<file path="src/rtl/mbe_rad4_mult_pipe_if.sv">
// Operand/product bundle for the radix-4 Booth multiplier pipeline.
// Both sides are valid/ready: a beat moves on any cycle where valid && ready are both high.
interface mbe_rad4_mult_pipe_if #(parameter int WIDTH = 11);
    logic               in_valid;
    logic               in_ready;
    logic               in_signed;
    logic [WIDTH-1:0]   a;
    logic [WIDTH-1:0]   b;
    logic               out_valid;
    logic               out_ready;
    logic [2*WIDTH-1:0] product;
    logic               busy;

    modport master (output in_valid, in_signed, a, b, out_ready,
                    input  in_ready, out_valid, product, busy);
    modport slave  (input  in_valid, in_signed, a, b, out_ready,
                    output in_ready, out_valid, product, busy);
endinterface

</file>
<file path="src/rtl/mbe_rad4_mult_pipe.sv">
// Pipelined radix-4 modified-Booth multiplier (signed/unsigned) with an elastic
// valid/ready pipeline of PIPE_STAGES register slots.
module mbe_rad4_mult_pipe #(
    parameter int WIDTH       = 11,
    parameter int PIPE_STAGES = 3
) (
    input  logic                clk,
    input  logic                rst,
    mbe_rad4_mult_pipe_if.slave bus
);
    localparam int P  = 2 * WIDTH;
    localparam int NG = WIDTH / 2 + 1;
    localparam int NR = NG + 1;   // NG partial products plus one row carrying the neg bits

    typedef logic [NR-1:0][P-1:0] pp_t;
    typedef logic [1:0][P-1:0]    rows_t;

    function automatic pp_t pp_gen(input logic [WIDTH-1:0] op_a,
                                   input logic [WIDTH-1:0] op_b,
                                   input logic             sgn);
        logic [WIDTH+1:0] a_ext;
        logic [2*NG:0]    bb;
        logic [2:0]       grp;
        logic [WIDTH+1:0] sel;
        logic             neg;
        pp_t              pp;
        a_ext = {{2{sgn & op_a[WIDTH-1]}}, op_a};
        // Low zero bit stands in for b[-1]; the top is extended so every group is full.
        bb    = {{(2*NG-WIDTH){sgn & op_b[WIDTH-1]}}, op_b, 1'b0};
        pp    = '0;
        for (int i = 0; i < NG; i++) begin
            grp = bb[2*i +: 3];
            neg = grp[2] & ~(grp[1] & grp[0]);
            case (grp)
                3'b001, 3'b010, 3'b101, 3'b110: sel = a_ext;
                3'b011, 3'b100:                 sel = a_ext << 1;
                default:                        sel = '0;
            endcase
            if (neg) sel = ~sel;
            pp[i]         = {{(P-WIDTH-2){sel[WIDTH+1]}}, sel} << (2*i);
            pp[NR-1][2*i] = neg;
        end
        return pp;
    endfunction

    // Wallace-style layers of 3:2 compressors until two rows remain.
    function automatic rows_t reduce(input pp_t pp);
        logic [P-1:0] cur [NR+2];
        logic [P-1:0] nxt [NR+2];
        int           n;
        int           m;
        for (int k = 0; k < NR + 2; k++) begin
            cur[k] = (k < NR) ? pp[k] : '0;
            nxt[k] = '0;
        end
        n = NR;
        for (int l = 0; l < NR; l++) begin
            if (n > 2) begin
                m = 0;
                for (int k = 0; k < NR + 2; k++) nxt[k] = '0;
                for (int g = 0; g < NR; g += 3) begin
                    if (g + 2 < n) begin
                        nxt[m]   = cur[g] ^ cur[g+1] ^ cur[g+2];
                        nxt[m+1] = ((cur[g] & cur[g+1]) | (cur[g] & cur[g+2]) |
                                    (cur[g+1] & cur[g+2])) << 1;
                        m += 2;
                    end else if (g + 1 < n) begin
                        nxt[m]   = cur[g];
                        nxt[m+1] = cur[g+1];
                        m += 2;
                    end else if (g < n) begin
                        nxt[m] = cur[g];
                        m += 1;
                    end
                end
                cur = nxt;
                n   = m;
            end
        end
        return {cur[1], cur[0]};
    endfunction

    logic [PIPE_STAGES-1:0] v;
    logic [PIPE_STAGES-1:0] adv;
    logic [PIPE_STAGES-1:0] load;
    logic                   free0;
    logic [P-1:0]           prod_q;

    // A stage advances when it holds data and the slot after it is empty or moving.
    always_comb begin
        logic f;
        adv  = '0;
        load = '0;
        f    = bus.out_ready;
        for (int k = PIPE_STAGES - 1; k >= 0; k--) begin
            adv[k] = v[k] & f;
            f      = ~v[k] | (v[k] & f);
        end
        free0   = f;
        load[0] = bus.in_valid & free0;
        for (int k = 1; k < PIPE_STAGES; k++) load[k] = adv[k-1];
    end

    always_ff @(posedge clk) begin
        if (rst) v <= '0;
        else     v <= (v & ~adv) | load;
    end

    generate
        if (PIPE_STAGES == 3) begin : g_three
            pp_t   pp_q;
            rows_t rows_q;
            always_ff @(posedge clk) begin
                if (load[0]) pp_q <= pp_gen(bus.a, bus.b, bus.in_signed);
                if (load[1]) rows_q <= reduce(pp_q);
                if (rst)          prod_q <= '0;
                else if (load[2]) prod_q <= rows_q[0] + rows_q[1];
            end
        end else if (PIPE_STAGES == 2) begin : g_two
            rows_t rows_q;
            always_ff @(posedge clk) begin
                if (load[0]) rows_q <= reduce(pp_gen(bus.a, bus.b, bus.in_signed));
                if (rst)          prod_q <= '0;
                else if (load[1]) prod_q <= rows_q[0] + rows_q[1];
            end
        end else begin : g_one
            rows_t rows_c;
            assign rows_c = reduce(pp_gen(bus.a, bus.b, bus.in_signed));
            always_ff @(posedge clk) begin
                if (rst)          prod_q <= '0;
                else if (load[0]) prod_q <= rows_c[0] + rows_c[1];
            end
        end
    endgenerate

    assign bus.in_ready  = free0;
    assign bus.out_valid = v[PIPE_STAGES-1];
    assign bus.product   = prod_q;
    assign bus.busy      = |v;
endmodule

</file>
<file path="src/flat_wrapper.sv">
// flat-port wrapper written by rule: the top's interface ports become plain ports
module mbe_rad4_mult_pipe_flat 
#(
    parameter int WIDTH       = 11,
    parameter int PIPE_STAGES = 3
)
  (clk, rst, bus_in_valid, bus_in_signed, bus_a, bus_b, bus_out_ready, bus_in_ready, bus_out_valid, bus_product, bus_busy);
  mbe_rad4_mult_pipe_if #(.WIDTH(WIDTH)) bus_i ();
  input  logic clk;
  input  logic rst;
  input wire logic [$bits(bus_i.in_valid)-1:0] bus_in_valid;
  input wire logic [$bits(bus_i.in_signed)-1:0] bus_in_signed;
  input wire logic [$bits(bus_i.a)-1:0] bus_a;
  input wire logic [$bits(bus_i.b)-1:0] bus_b;
  input wire logic [$bits(bus_i.out_ready)-1:0] bus_out_ready;
  output wire logic [$bits(bus_i.in_ready)-1:0] bus_in_ready;
  output wire logic [$bits(bus_i.out_valid)-1:0] bus_out_valid;
  output wire logic [$bits(bus_i.product)-1:0] bus_product;
  output wire logic [$bits(bus_i.busy)-1:0] bus_busy;
  assign bus_i.in_valid = bus_in_valid;
  assign bus_i.in_signed = bus_in_signed;
  assign bus_i.a = bus_a;
  assign bus_i.b = bus_b;
  assign bus_i.out_ready = bus_out_ready;
  assign bus_in_ready = bus_i.in_ready;
  assign bus_out_valid = bus_i.out_valid;
  assign bus_product = bus_i.product;
  assign bus_busy = bus_i.busy;
  mbe_rad4_mult_pipe #(.WIDTH(WIDTH), .PIPE_STAGES(PIPE_STAGES)) u_core (.clk(clk), .rst(rst), .bus(bus_i));
endmodule
</file>
<file path="config.mk">
export PLATFORM = sky130hd
export DESIGN_NAME = mbe_rad4_mult_pipe_flat
export DESIGN_NICKNAME = d
export VERILOG_FILES = /design/src/rtl/mbe_rad4_mult_pipe_if.sv /design/src/rtl/mbe_rad4_mult_pipe.sv /design/src/flat_wrapper.sv
export SDC_FILE = /design/constraint.sdc
export NUM_CORES = 1
export LEC_CHECK = 0
export CORE_ASPECT_RATIO = 1.1
export CORE_UTILIZATION = 60
export CTS_CLUSTER_DIAMETER = 100
export CTS_CLUSTER_SIZE = 14
export DETAILED_ROUTE_END_ITERATION = 8
export PLACE_DENSITY = 0.87
export SLEW_MARGIN = 20
export SYNTH_ARGS = -nofsm -noshare
export SYNTH_HDL_FRONTEND = slang
export SYNTH_SLANG_ARGS = --single-unit
</file>
<file path="constraint.sdc">
create_clock -name clk -period 7.4 [get_ports clk]
set_input_delay 1.11 -clock clk [delete_from_list [all_inputs] [get_ports clk]]
set_output_delay 1.11 -clock clk [all_outputs]
set_load 0.005 [all_outputs]
</file>
==> changes_impl.md <==
## Flow update

- Status: complete, no violations
- Mux area share: less than 1%
- Post-route insts no fill: about 1.1k
- Total track usage: 26.0%
- Pins over their slew limit: 0
- Hold Crit Class: reg -> reg
- Worst Path Buf+Inv: 2
- Later-pin clock latency in the skew report: 0.43 ns
- Logic inverters: roughly 90
- Slew of the pin with the lowest slew margin: 1.09 ns
- Cell accounting for the most synthesized area: edfxtp_1
- Pin count of the biggest net entering global routing: approximately 73
- CTS resizes: 0
- Overflow after GRT: 0
- CTS Buf Count: 17
- Leakage: 4.20 nW
- Power Dens Cells: ~330 nW/µm²
- GP Congestion: a little under 0.9
- Sequential-to-total area share from yosys stat: 45.2%
- Hold slack: 0.421 ns
- Clock buffer count: 18
- Internal Power: between 2 and 2.5 mW
- Crit path launch: bus_out_ready
- Worst setup SP type: input port
- Ys Warns: 0
- Period Utilization, post-route: 51.3%
- R2r endpoint: u_core.g_three.rows_q[18]$_DFFE_PP_
- Max-area cell share: about two fifths
- Root Driver: clkbuf_16
- Layout cells sized above 1: 4.97%
- Max Root-Sink Buffers: 2
- Comb/total area: approximately 44%
- Buffers outside the clock class: 55
- Hold_buf cts: 0
- Switching Share: about a third
- Tot Pwr: 3.42 mW
- Die H: between 100 and 150 µm
- Most frequent CP cell: clkdlybuf4s50_1
- Placed instance count: 1050
- Area contributors post-synth: edfxtp_1, fa_1, ha_1, dfxtp_1, xor2_1
- Clock Sinks: between 100 and 150
- Count of final hold-check violations: 0
- # Post-CTS Setup Buffers: 0
- Routed Antenna Nets: 0
- Combinational share of power: 40.1%
- Syn Inst Count: around 860
- Yosys cell types: between 50 and 60
- NonClk Buf Share: 5.16%
- Antenna cells: 0
- Yosys synthesis chip area: 9340 µm²
- Stages on the worst setup path: 4
- Hpwl dp: around 14000 µm
- ClkCell Share: about 5.4%
- Top-count cell post-synth: edfxtp_1
- Rows: roughly 47
- Seq cells: 149
- RR Startpoint: u_core.g_three.pp_q[12]$_DFFE_PP_
- Antenna violations before repair: 0
- Yosys simple share: 7.70%
- Min Tclk post-route: 3.79 ns
- Fmax: 264 MHz
- Sequential Power Share: between 30% and 40%
- Dominant synthesized flop cell: edfxtp_1
- Core box area: about 15000 µm²
- Clock share of power: 24.3%
- Area of the mapped netlist: slightly above 9000 µm²
- Vias per cell: ~5.9
- Synth top cells by count: edfxtp_1, inv_1, nand2_1
- End of the critical path: bus_in_ready
- Routed wire length: 19500 µm
- Die W: 121 µm
- Clock-pin slew on the worst setup and hold paths: ~0.06 ns
- Tap Cells: 196
- Peak supply drop: slightly below 0.0002 V
- OpenROAD warning count: 30
- H-tree Lvls: 4
- Setup Viol. Count Final: 0
- Crit-path max cell delay: around 0.52 ns
- Iteration-0 DRC Markers: 479
- Worst Hold Path EP: u_core.g_three.rows_q[1]$_DFFE_PP_
- CP Class: in -> out
- Final-stage net count: 1007
- Flop share of the area: between 40% and 50%
- FF/Latch Area: roughly 4200 µm²
- Hold Path Origin: u_core.g_three.pp_q[1]$_DFFE_PP_
- Top class by area: combinational gates
- Pre-CTS worst setup slack: 3.42 ns
- Vias in the first global route: roughly 6.3k
- Rel. slew slack: between 20% and 30%
- Starting Density: around three fifths
- # IOs: between 50 and 60
- XORs/XNORs by Area: 6.10%
- Fillers: 1056
- Worst Hold Depth: 0
- Synth logic family: adder cells
- Worst reg2reg path depth: 6
- Area Growth Syn to Fin: 12.2%
- Die Footprint: ~16000 µm²
- Syn avg cell area: about 11 µm²
- Required time of the worst setup path: between 6 and 7 ns
- PnR worst setup slack: 3.61 ns
- Post-layout util: between 60% and 70%
- 1st-pass router iterations: 5
- Top Layout Cells: edfxtp_1, inv_1, nand2_1
- Synth flops: 149
- Yosys stat cell total: roughly 860
- # DRC: 0
- Multi-input gates: roughly 560
- Number of enable flip-flop cells: ~120
- CP top delay family: buffers and inverters
- Asr flop ratio synth: 0%
- MI comb area: between 4000 and 5000 µm²
- Commonest non-fill, non-tap cell in the layout: edfxtp_1
- P_sw: 1.19 mW
## registers in the layout, summed over array words and instances, names as in the netlist
signal                 flops
u_core.v                   3
u_core.g_three.pp_q       83
u_core.g_three.rows_q     41
u_core.bus.product        22
## power by group through the flow
stage	Combinational, mW	Sequential [mW]	Clock, mW
floorplan	0.987	1.22	0
finish	1.37	1.22	0.831
global route	1.55	1.23	0.868
global placement	1.23	1.23	0
CTS	1.37	1.22	0.836
detailed placement	1.34	1.23	0
## layer usage
metal  global-route usage, %  share of wire, %  routed length [µm]
met1                    32.4                39                7710
met2                    45.3                52               10100
met3                    3.92               6.0                1170
met4                    10.3               2.7                 529
met5                       0                 0                   0
==> images/density.png <==
Bar = 20 µm. The die is cut into 12 by 13 equal tiles; dark blue is low, red is high, 0 to 100% covered.
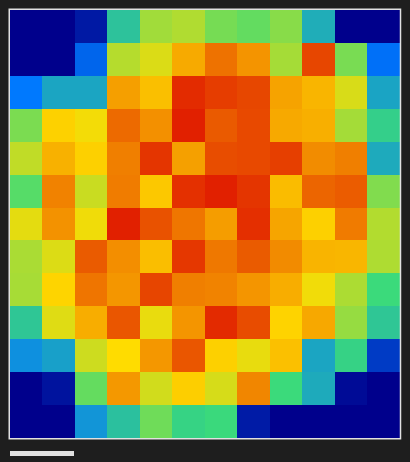
tiles over 75% full	51%
nearly empty tiles	9.0%
mean over tiles	64%
fullest tile	96%
emptiest ninth of the die	lower right
densest ninth of the die	center

==> images/wire_density.png <==
Bar = 20 µm. The die is cut into 24 by 27 equal tiles; dark blue is low, red is high, scaled to the fullest tile. Values are wire area over tile area, all layers added.
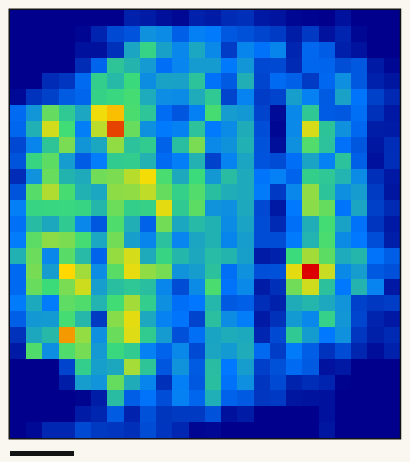
mean over tiles	0.20
emptiest ninth of the die	lower right
densest ninth of the die	middle left

==> images/final_congestion.png <==
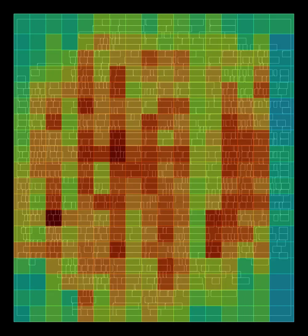
global route hottest layer: met2
wire length per cell: 18.1 µm

==> images/cell_classes.png <==
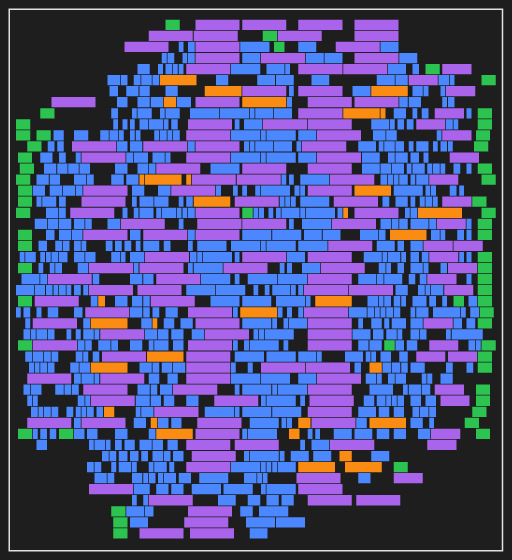
color	class	cells	share of their area
blue	all other logic	650	48%
orange	clock drivers and dummy loads	32	5.5%
purple	flip-flops	149	41%
green	other buffers and delay cells	55	5.3%

Power figures rest on the tool's default switching activity, not on a simulated workload.
